File: src/rtl/layer_compositor_pkg.sv
// Shared constants for the sprite layer compositor and the VGA timing generator
// that feeds it. Optional collision logic is enabled by COMPOSITOR_COLLISION_EN.
package layer_compositor_pkg;

    localparam int RGB_W              = 24;
    localparam int COMPOSITOR_LATENCY = 2;

    localparam logic [RGB_W-1:0] DEFAULT_COLOR_KEY = 24'hFF00FF;
    localparam logic [RGB_W-1:0] DEFAULT_BG_COLOR  = 24'h000000;

    // Shared with the timing generator so both agree on which level is "in pulse".
    localparam bit DEFAULT_VSYNC_ACTIVE_LOW = 1'b1;

    function automatic logic sync_idle_level(input bit active_low);
        return active_low ? 1'b1 : 1'b0;
    endfunction

endpackage

File: src/rtl/layer_compositor_if.sv
// Pixel-rate bus between the sprite renderers / timing generator and the
// compositor outputs (COMPOSITOR_COLLISION_EN selects the collision outputs).
interface layer_compositor_if
    import layer_compositor_pkg::*;
#(
    parameter int N_LAYERS = 4
) ();

    // No valid/ready: one pixel per clock in, one pixel per clock out, and the
    // pipeline never stalls, so every signal is sampled on every clk edge.
    logic [N_LAYERS-1:0]       layer_en;
    logic [RGB_W*N_LAYERS-1:0] layer_rgb;
    logic                      in_hsync;
    logic                      in_vsync;
    logic                      in_active;

    logic [7:0]                out_r;
    logic [7:0]                out_g;
    logic [7:0]                out_b;
    logic                      out_hsync;
    logic                      out_vsync;
    logic                      out_active;
    logic [N_LAYERS-1:0]       collision;
    logic                      collision_valid;
    logic [15:0]               frame_cnt;

    modport master (
        output layer_en, layer_rgb, in_hsync, in_vsync, in_active,
        input  out_r, out_g, out_b, out_hsync, out_vsync, out_active,
        input  collision, collision_valid, frame_cnt
    );

    modport slave (
        input  layer_en, layer_rgb, in_hsync, in_vsync, in_active,
        output out_r, out_g, out_b, out_hsync, out_vsync, out_active,
        output collision, collision_valid, frame_cnt
    );

endinterface

File: src/rtl/layer_compositor_collision_tracker.sv
// Per-frame sprite overlap accumulator and frame counter; only instantiated
// when COMPOSITOR_COLLISION_EN is defined.
module layer_compositor_collision_tracker #(
    parameter int N_LAYERS = 4
) (
    input  logic                clk,
    input  logic                rst_n,
    input  logic [N_LAYERS-1:0] opaque,
    input  logic                frame_edge,
    output logic [N_LAYERS-1:0] collision,
    output logic                collision_valid,
    output logic [15:0]         frame_cnt
);

    localparam int CNT_W = $clog2(N_LAYERS + 1);

    logic [CNT_W-1:0]    pop;
    logic [N_LAYERS-1:0] hit;

    logic [N_LAYERS-1:0] acc_d, acc_q;
    logic [N_LAYERS-1:0] collision_d, collision_q;
    logic                valid_d, valid_q;
    logic [15:0]         frame_cnt_d, frame_cnt_q;

    always_comb begin
        pop = '0;
        for (int i = 0; i < N_LAYERS; i++) begin
            pop = pop + CNT_W'(opaque[i]);
        end
        hit = (int'(pop) >= 2) ? opaque : '0;
    end

    // The edge cycle's own hits belong to the frame being closed.
    always_comb begin
        acc_d       = acc_q | hit;
        collision_d = collision_q;
        valid_d     = 1'b0;
        frame_cnt_d = frame_cnt_q;
        if (frame_edge) begin
            collision_d = acc_q | hit;
            acc_d       = '0;
            valid_d     = 1'b1;
            frame_cnt_d = frame_cnt_q + 16'd1;
        end
    end

    always_ff @(posedge clk or negedge rst_n) begin
        if (!rst_n) begin
            acc_q       <= '0;
            collision_q <= '0;
            valid_q     <= 1'b0;
            frame_cnt_q <= '0;
        end else begin
            acc_q       <= acc_d;
            collision_q <= collision_d;
            valid_q     <= valid_d;
            frame_cnt_q <= frame_cnt_d;
        end
    end

    assign collision       = collision_q;
    assign collision_valid = valid_q;
    assign frame_cnt       = frame_cnt_q;

endmodule

File: src/rtl/layer_compositor.sv
// Two-stage sprite compositor: topmost opaque layer wins, background fallback,
// blanking, sync alignment. COMPOSITOR_COLLISION_EN adds per-frame overlap flags.
module layer_compositor
    import layer_compositor_pkg::*;
#(
    parameter int               N_LAYERS         = 4,
    parameter logic [RGB_W-1:0] COLOR_KEY        = DEFAULT_COLOR_KEY,
    parameter logic [RGB_W-1:0] BG_COLOR         = DEFAULT_BG_COLOR,
    parameter bit               VSYNC_ACTIVE_LOW = DEFAULT_VSYNC_ACTIVE_LOW
) (
    input logic               clk,
    input logic               rst_n,
    layer_compositor_if.slave px
);

    localparam logic SYNC_IDLE = sync_idle_level(VSYNC_ACTIVE_LOW);

    logic [N_LAYERS-1:0]       opaque_d, opaque_q;
    logic [RGB_W*N_LAYERS-1:0] rgb1_d, rgb1_q;
    logic                      hs1_d, hs1_q;
    logic                      vs1_d, vs1_q;
    logic                      act1_d, act1_q;

    logic [RGB_W-1:0]          rgb2_d, rgb2_q;
    logic                      hs2_d, hs2_q;
    logic                      vs2_d, vs2_q;
    logic                      act2_d, act2_q;

    // Stage 1: opacity is gated by active so blanking can never produce a hit.
    always_comb begin
        opaque_d = '0;
        for (int i = 0; i < N_LAYERS; i++) begin
            opaque_d[i] = px.layer_en[i]
                        & (px.layer_rgb[RGB_W*i +: RGB_W] != COLOR_KEY)
                        & px.in_active;
        end
        rgb1_d = px.layer_rgb;
        hs1_d  = px.in_hsync;
        vs1_d  = px.in_vsync;
        act1_d = px.in_active;
    end

    // Stage 2: walk from lowest priority up so the lowest opaque index wins.
    always_comb begin
        rgb2_d = BG_COLOR;
        for (int i = N_LAYERS - 1; i >= 0; i--) begin
            if (opaque_q[i]) begin
                rgb2_d = rgb1_q[RGB_W*i +: RGB_W];
            end
        end
        if (!act1_q) begin
            rgb2_d = '0;
        end
        hs2_d  = hs1_q;
        vs2_d  = vs1_q;
        act2_d = act1_q;
    end

    always_ff @(posedge clk or negedge rst_n) begin
        if (!rst_n) begin
            opaque_q <= '0;
            rgb1_q   <= '0;
            hs1_q    <= SYNC_IDLE;
            vs1_q    <= SYNC_IDLE;
            act1_q   <= 1'b0;
            rgb2_q   <= '0;
            hs2_q    <= SYNC_IDLE;
            vs2_q    <= SYNC_IDLE;
            act2_q   <= 1'b0;
        end else begin
            opaque_q <= opaque_d;
            rgb1_q   <= rgb1_d;
            hs1_q    <= hs1_d;
            vs1_q    <= vs1_d;
            act1_q   <= act1_d;
            rgb2_q   <= rgb2_d;
            hs2_q    <= hs2_d;
            vs2_q    <= vs2_d;
            act2_q   <= act2_d;
        end
    end

    assign px.out_r      = rgb2_q[23:16];
    assign px.out_g      = rgb2_q[15:8];
    assign px.out_b      = rgb2_q[7:0];
    assign px.out_hsync  = hs2_q;
    assign px.out_vsync  = vs2_q;
    assign px.out_active = act2_q;

`ifdef COMPOSITOR_COLLISION_EN
    // vs2_q is the previous stage-1 vsync, so it doubles as the edge history.
    logic frame_edge;
    assign frame_edge = (vs1_q != SYNC_IDLE) && (vs2_q == SYNC_IDLE);

    layer_compositor_collision_tracker #(
        .N_LAYERS (N_LAYERS)
    ) u_tracker (
        .clk             (clk),
        .rst_n           (rst_n),
        .opaque          (opaque_q),
        .frame_edge      (frame_edge),
        .collision       (px.collision),
        .collision_valid (px.collision_valid),
        .frame_cnt       (px.frame_cnt)
    );
`else
    assign px.collision       = '0;
    assign px.collision_valid = 1'b0;
    assign px.frame_cnt       = '0;
`endif

endmodule

File: src/flat_wrapper.sv
// flat-port wrapper written by rule: the top's interface ports become plain ports
module layer_compositor_flat import layer_compositor_pkg::*;
#(
    parameter int               N_LAYERS         = 4,
    parameter logic [RGB_W-1:0] COLOR_KEY        = DEFAULT_COLOR_KEY,
    parameter logic [RGB_W-1:0] BG_COLOR         = DEFAULT_BG_COLOR,
    parameter bit               VSYNC_ACTIVE_LOW = DEFAULT_VSYNC_ACTIVE_LOW
)
  (clk, rst_n, px_layer_en, px_layer_rgb, px_in_hsync, px_in_vsync, px_in_active, px_out_r, px_out_g, px_out_b, px_out_hsync, px_out_vsync, px_out_active, px_collision, px_collision_valid, px_frame_cnt);
  layer_compositor_if #(.N_LAYERS(N_LAYERS)) px_i ();
  input logic clk;
  input logic rst_n;
  input wire logic [$bits(px_i.layer_en)-1:0] px_layer_en;
  input wire logic [$bits(px_i.layer_rgb)-1:0] px_layer_rgb;
  input wire logic [$bits(px_i.in_hsync)-1:0] px_in_hsync;
  input wire logic [$bits(px_i.in_vsync)-1:0] px_in_vsync;
  input wire logic [$bits(px_i.in_active)-1:0] px_in_active;
  output wire logic [$bits(px_i.out_r)-1:0] px_out_r;
  output wire logic [$bits(px_i.out_g)-1:0] px_out_g;
  output wire logic [$bits(px_i.out_b)-1:0] px_out_b;
  output wire logic [$bits(px_i.out_hsync)-1:0] px_out_hsync;
  output wire logic [$bits(px_i.out_vsync)-1:0] px_out_vsync;
  output wire logic [$bits(px_i.out_active)-1:0] px_out_active;
  output wire logic [$bits(px_i.collision)-1:0] px_collision;
  output wire logic [$bits(px_i.collision_valid)-1:0] px_collision_valid;
  output wire logic [$bits(px_i.frame_cnt)-1:0] px_frame_cnt;
  assign px_i.layer_en = px_layer_en;
  assign px_i.layer_rgb = px_layer_rgb;
  assign px_i.in_hsync = px_in_hsync;
  assign px_i.in_vsync = px_in_vsync;
  assign px_i.in_active = px_in_active;
  assign px_out_r = px_i.out_r;
  assign px_out_g = px_i.out_g;
  assign px_out_b = px_i.out_b;
  assign px_out_hsync = px_i.out_hsync;
  assign px_out_vsync = px_i.out_vsync;
  assign px_out_active = px_i.out_active;
  assign px_collision = px_i.collision;
  assign px_collision_valid = px_i.collision_valid;
  assign px_frame_cnt = px_i.frame_cnt;
  layer_compositor #(.N_LAYERS(N_LAYERS), .COLOR_KEY(COLOR_KEY), .BG_COLOR(BG_COLOR), .VSYNC_ACTIVE_LOW(VSYNC_ACTIVE_LOW)) u_core (.clk(clk), .rst_n(rst_n), .px(px_i));
endmodule
File: config.mk
export PLATFORM = sky130hd
export DESIGN_NAME = layer_compositor_flat
export DESIGN_NICKNAME = d
export VERILOG_FILES = /design/src/rtl/layer_compositor_pkg.sv /design/src/rtl/layer_compositor_if.sv /design/src/rtl/layer_compositor_collision_tracker.sv /design/src/rtl/layer_compositor.sv /design/src/flat_wrapper.sv
export SDC_FILE = /design/constraint.sdc
export NUM_CORES = 1
export LEC_CHECK = 0
export ABC_CLOCK_PERIOD_IN_PS = 1200
export CORE_MARGIN = 3
export CORE_UTILIZATION = 35
export DETAILED_ROUTE_END_ITERATION = 8
export MAX_ROUTING_LAYER = met4
export PLACE_DENSITY = 0.68
export RECOVER_POWER = 50
export SYNTH_ARGS = -nofsm -noshare
export SYNTH_HDL_FRONTEND = slang
export SYNTH_SLANG_ARGS = --single-unit
File: constraint.sdc
create_clock -name clk -period 1.2 [get_ports clk]
set_input_delay 0.18 -clock clk [delete_from_list [all_inputs] [get_ports clk]]
set_output_delay 0.18 -clock clk [all_outputs]
set_load 0.01 [all_outputs]
**Wiring by layer**

Scale bar: 20 um.
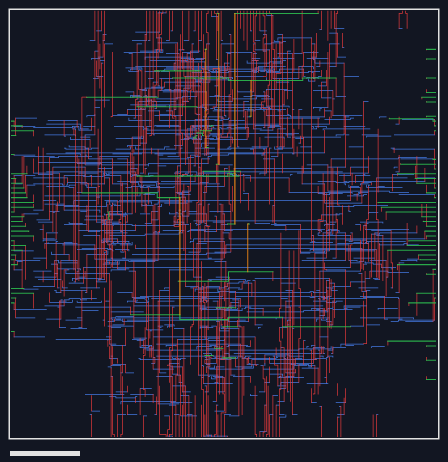
| color | layer | wire length |
|---|---|---|
| orange | met4 | 188 um |
| blue | met1 | 5110 um |
| red | met2 | 5970 um |
| green | met3 | 626 um |

**Port wiring**

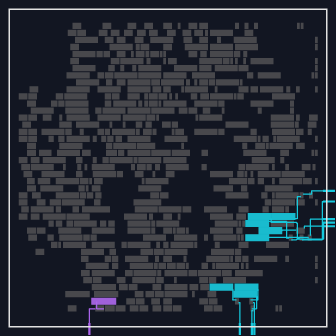
| color | port | bits | direction | end cells | buffers | wire |
|---|---|---|---|---|---|---|
| cyan | px_out_r | 8 | output | 8 | 8 | 180 um |
| purple | px_in_vsync | 1 | input | 1 | 1 | 14.1 um |
number of buffer cells added on primary ports: 131
top-level I/O count: 153

==> impl_report.txt <==
IMPLEMENTATION SUMMARY REPORT
----------------------------------------------------
[STA]
  Max-slew headroom ........................ 46.7%
  Measured slew at the worst slew-check pin ........................ 0.800 ns
  Setup TNS after final layout ........................ -3.13 ns
  Clock skew ........................ 0.0107 ns
  Final hold slack ........................ ~0.034 ns
  Final max-slew violation count ........................ 0
  Final Setup Violations ........................ 29
  Number of hold violations in the final report ........................ 0
  RSZ-0062 raised after global routing ........................ true
  Worst Slack Setup Final ........................ -0.161 ns
  Tcrit/Tclk final ........................ 113%

[CTS]
  CTS Buf Count ........................ 17
  Number of hold buffers added after cts ........................ 1
  Clock tree from TritonCTS ........................ done
  Clock-pin slew on the worst setup and hold paths ........................ around 0.050 ns
  Post-CTS Resized ........................ about 83
  Worst-case clock buffer depth ........................ 2
  Buffer type at the clock tree root ........................ sky130_fd_sc_hd__clkbuf_16
  Setup fix buffers added after clock tree synthesis ........................ 0

[Setup path]
  Critical path class ........................ flop to flop
  List of cells traversed by the critical path ........................ buf_4, nand3b_1, a221o_1, a21boi_1
  Length in cells of the worst reg-to-reg path ........................ 4
  Critical path startpoint category ........................ flop
  Worst path required time ........................ between 1.5 and 2 ns
  Critical Path End Type ........................ flop
  Critical Path Sink ........................ u_core.rgb2_q[8]
  CP max stage delay ........................ 0.41 ns
  Setup slack of the most critical reg-to-reg path ........................ -0.16 ns
  Origin of the worst setup path ........................ u_core.opaque_q[2]
  Critical path fanouts, max ........................ 16

[Synth]
  Synthesized-area fraction occupied by and/or/nand/nor cells ........................ between 10% and 20%
  XOR Share, Synth ........................ 0%
  Summed standard-cell area reported by yosys ........................ 4680 um2
  Ys flops ........................ about 130
  Ys async rst share ........................ 100%
  Most common library cells after synthesis ........................ sky130_fd_sc_hd__dfrtp_1 (126), sky130_fd_sc_hd__nand2_1 (28)
  Cell taking the most area after synthesis ........................ sky130_fd_sc_hd__dfrtp_1
  Summed instance area of the synthesized netlist ........................ 4680 um2
  Synth Flop Type ........................ sky130_fd_sc_hd__dfrtp_1
  Sequential element share of the synthesized area ........................ 69.6%
  Biggest area cells ........................ sky130_fd_sc_hd__dfrtp_1 (67%), sky130_fd_sc_hd__a221o_1 (5.1%), sky130_fd_sc_hd__nand3b_1 (3.8%), sky130_fd_sc_hd__buf_4 (3.5%), sky130_fd_sc_hd__a21boi_1 (3.2%)
  Post-synthesis cell type count ........................ 21
  Post-synthesis area per instance ........................ ~13 um2
  Share of synthesized area spent on multiplexers ........................ 0%
  Post-Synth AOI/OAI Area ........................ 12.1%

[Global routing]
  Met1 usage in global routing ........................ 21.5%
  First-pass GRT wire length ........................ 18.5 mm
  Congestion Overflow GR ........................ 0
  Antenna violations before repair ........................ 1
  Total track usage ........................ about 17%
  Met3 Use GR ........................ 5.39%

[Outcome]
  Violations in the final reports ........................ negative setup slack
  Status ........................ finished with violations

[Placement]
  Detailed placer's ending HPWL ........................ 8.93 mm
  Worst slack after detailed placement ........................ -0.587 ns
  Post-Place Cells ........................ 663
  Area after DPL ........................ 6290 um2

[Job]
  Number of warnings in the stage logs ........................ 28
  Max-cap check violation count ........................ 0

[Cells and area]
  Fraction of layout cells with a size suffix above 1 ........................ approximately a fifth
  Utilization after layout ........................ 53.6%
  Area of all placed cells without fillers ........................ around 6900 um2
  Final layout net count ........................ 616
  Most common cell after layout, fill and taps aside ........................ sky130_fd_sc_hd__dfrtp_1

[Routing]
  TritonRoute pass-1 iters ........................ 4
  Met2 wire length ........................ 5.97 mm
  Highest signal layer in the routed design ........................ met4
  Post-Route WL ........................ 11.9 mm
  WL met3 ........................ between 600 and 700 um

[Power]
  P_clk ........................ 5.45 mW
  Ratio of total power to cell area ........................ 1620 nW/um2
  Gate power share ........................ 9.2%
  Switching fraction of total power ........................ 21.0%
  Switching power ........................ 2.35 mW
  Power consumed by combinational cells ........................ 1.02 mW
  Flip-flop and latch power ........................ 4.70 mW
  Pint ........................ 8.83 mW
  Power consumption ........................ approximately 11 mW
  Leak pwr ........................ between 3 and 4 nW
  Share of total power in the clock network ........................ 48.8%

[Die]
  Total die size ........................ 14800 um2
  Core area ........................ 12900 um2
  Die Y ........................ 122 um

[Worst hold path]
  Depth of the worst hold-timing path ........................ 1
  Class of the worst hold path ........................ primary input to flop
  Endpoint with the worst hold slack ........................ u_core.rgb1_q[38]

----------------------------------------------------
**Sequential cells colored by netlist name**

Scale bar: 20 um. Other sequential cells in the stronger gray, the rest of the logic in the fainter gray.
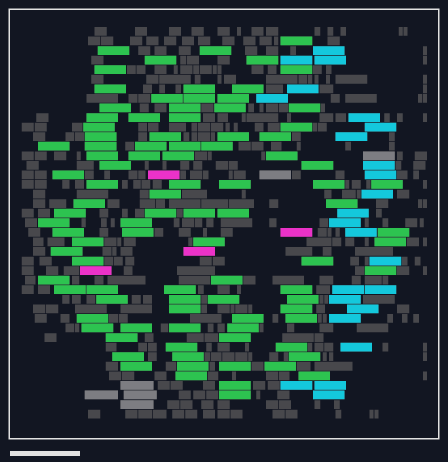
| color | signal | placed flops |
|---|---|---|
| cyan | u_core.rgb2_q | 24 |
| green | u_core.rgb1_q | 96 |
| magenta | u_core.opaque_q | 4 |
not colored: 6

**Cell sizes after repair**

Scale bar: 20 um.
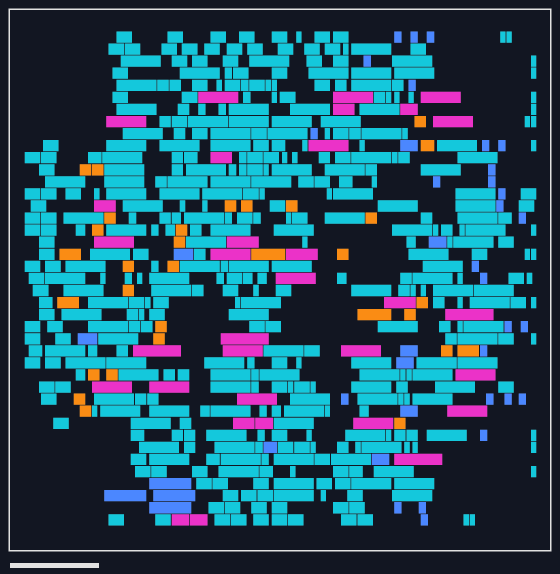
| color | size | cells | share |
|---|---|---|---|
| cyan | drive 1 or less | 421 | 80% |
| magenta | drive 6 and up | 32 | 6.1% |
| orange | drive 3 to 4 | 31 | 5.9% |
| blue | drive 2 | 40 | 7.6% |

final cells by class:
cell class              count  area, um2
diodes                      1       2.50
flip-flops and latches    130       3260
clock buffers              23        488
well taps                 172        215
inverters                  24       90.1
multi-input cells         177       1230
repair buffers            161       1460
clock inverters             9        151
fillers                  1089       5980
critical path, delay by kind of cell, from the launching register on:
kind	cells	cell delay, ns
DFF	1	0.41
AOI/OAI and AO/OA	2	0.50
buffers and inverters	1	0.19
and+or+nand+nor	1	0.19
flip-flops by register name (all words and copies together) (netlist names):
signal                count
u_core.rgb1_q            96
u_core.px.out_hsync       1
u_core.hs1_q              1
u_core.px.out_active      1
u_core.px.out_vsync       1
u_core.rgb2_q            24
u_core.opaque_q           4
u_core.act1_q             1
u_core.vs1_q              1
Power is estimated from default activity; no workload was simulated.
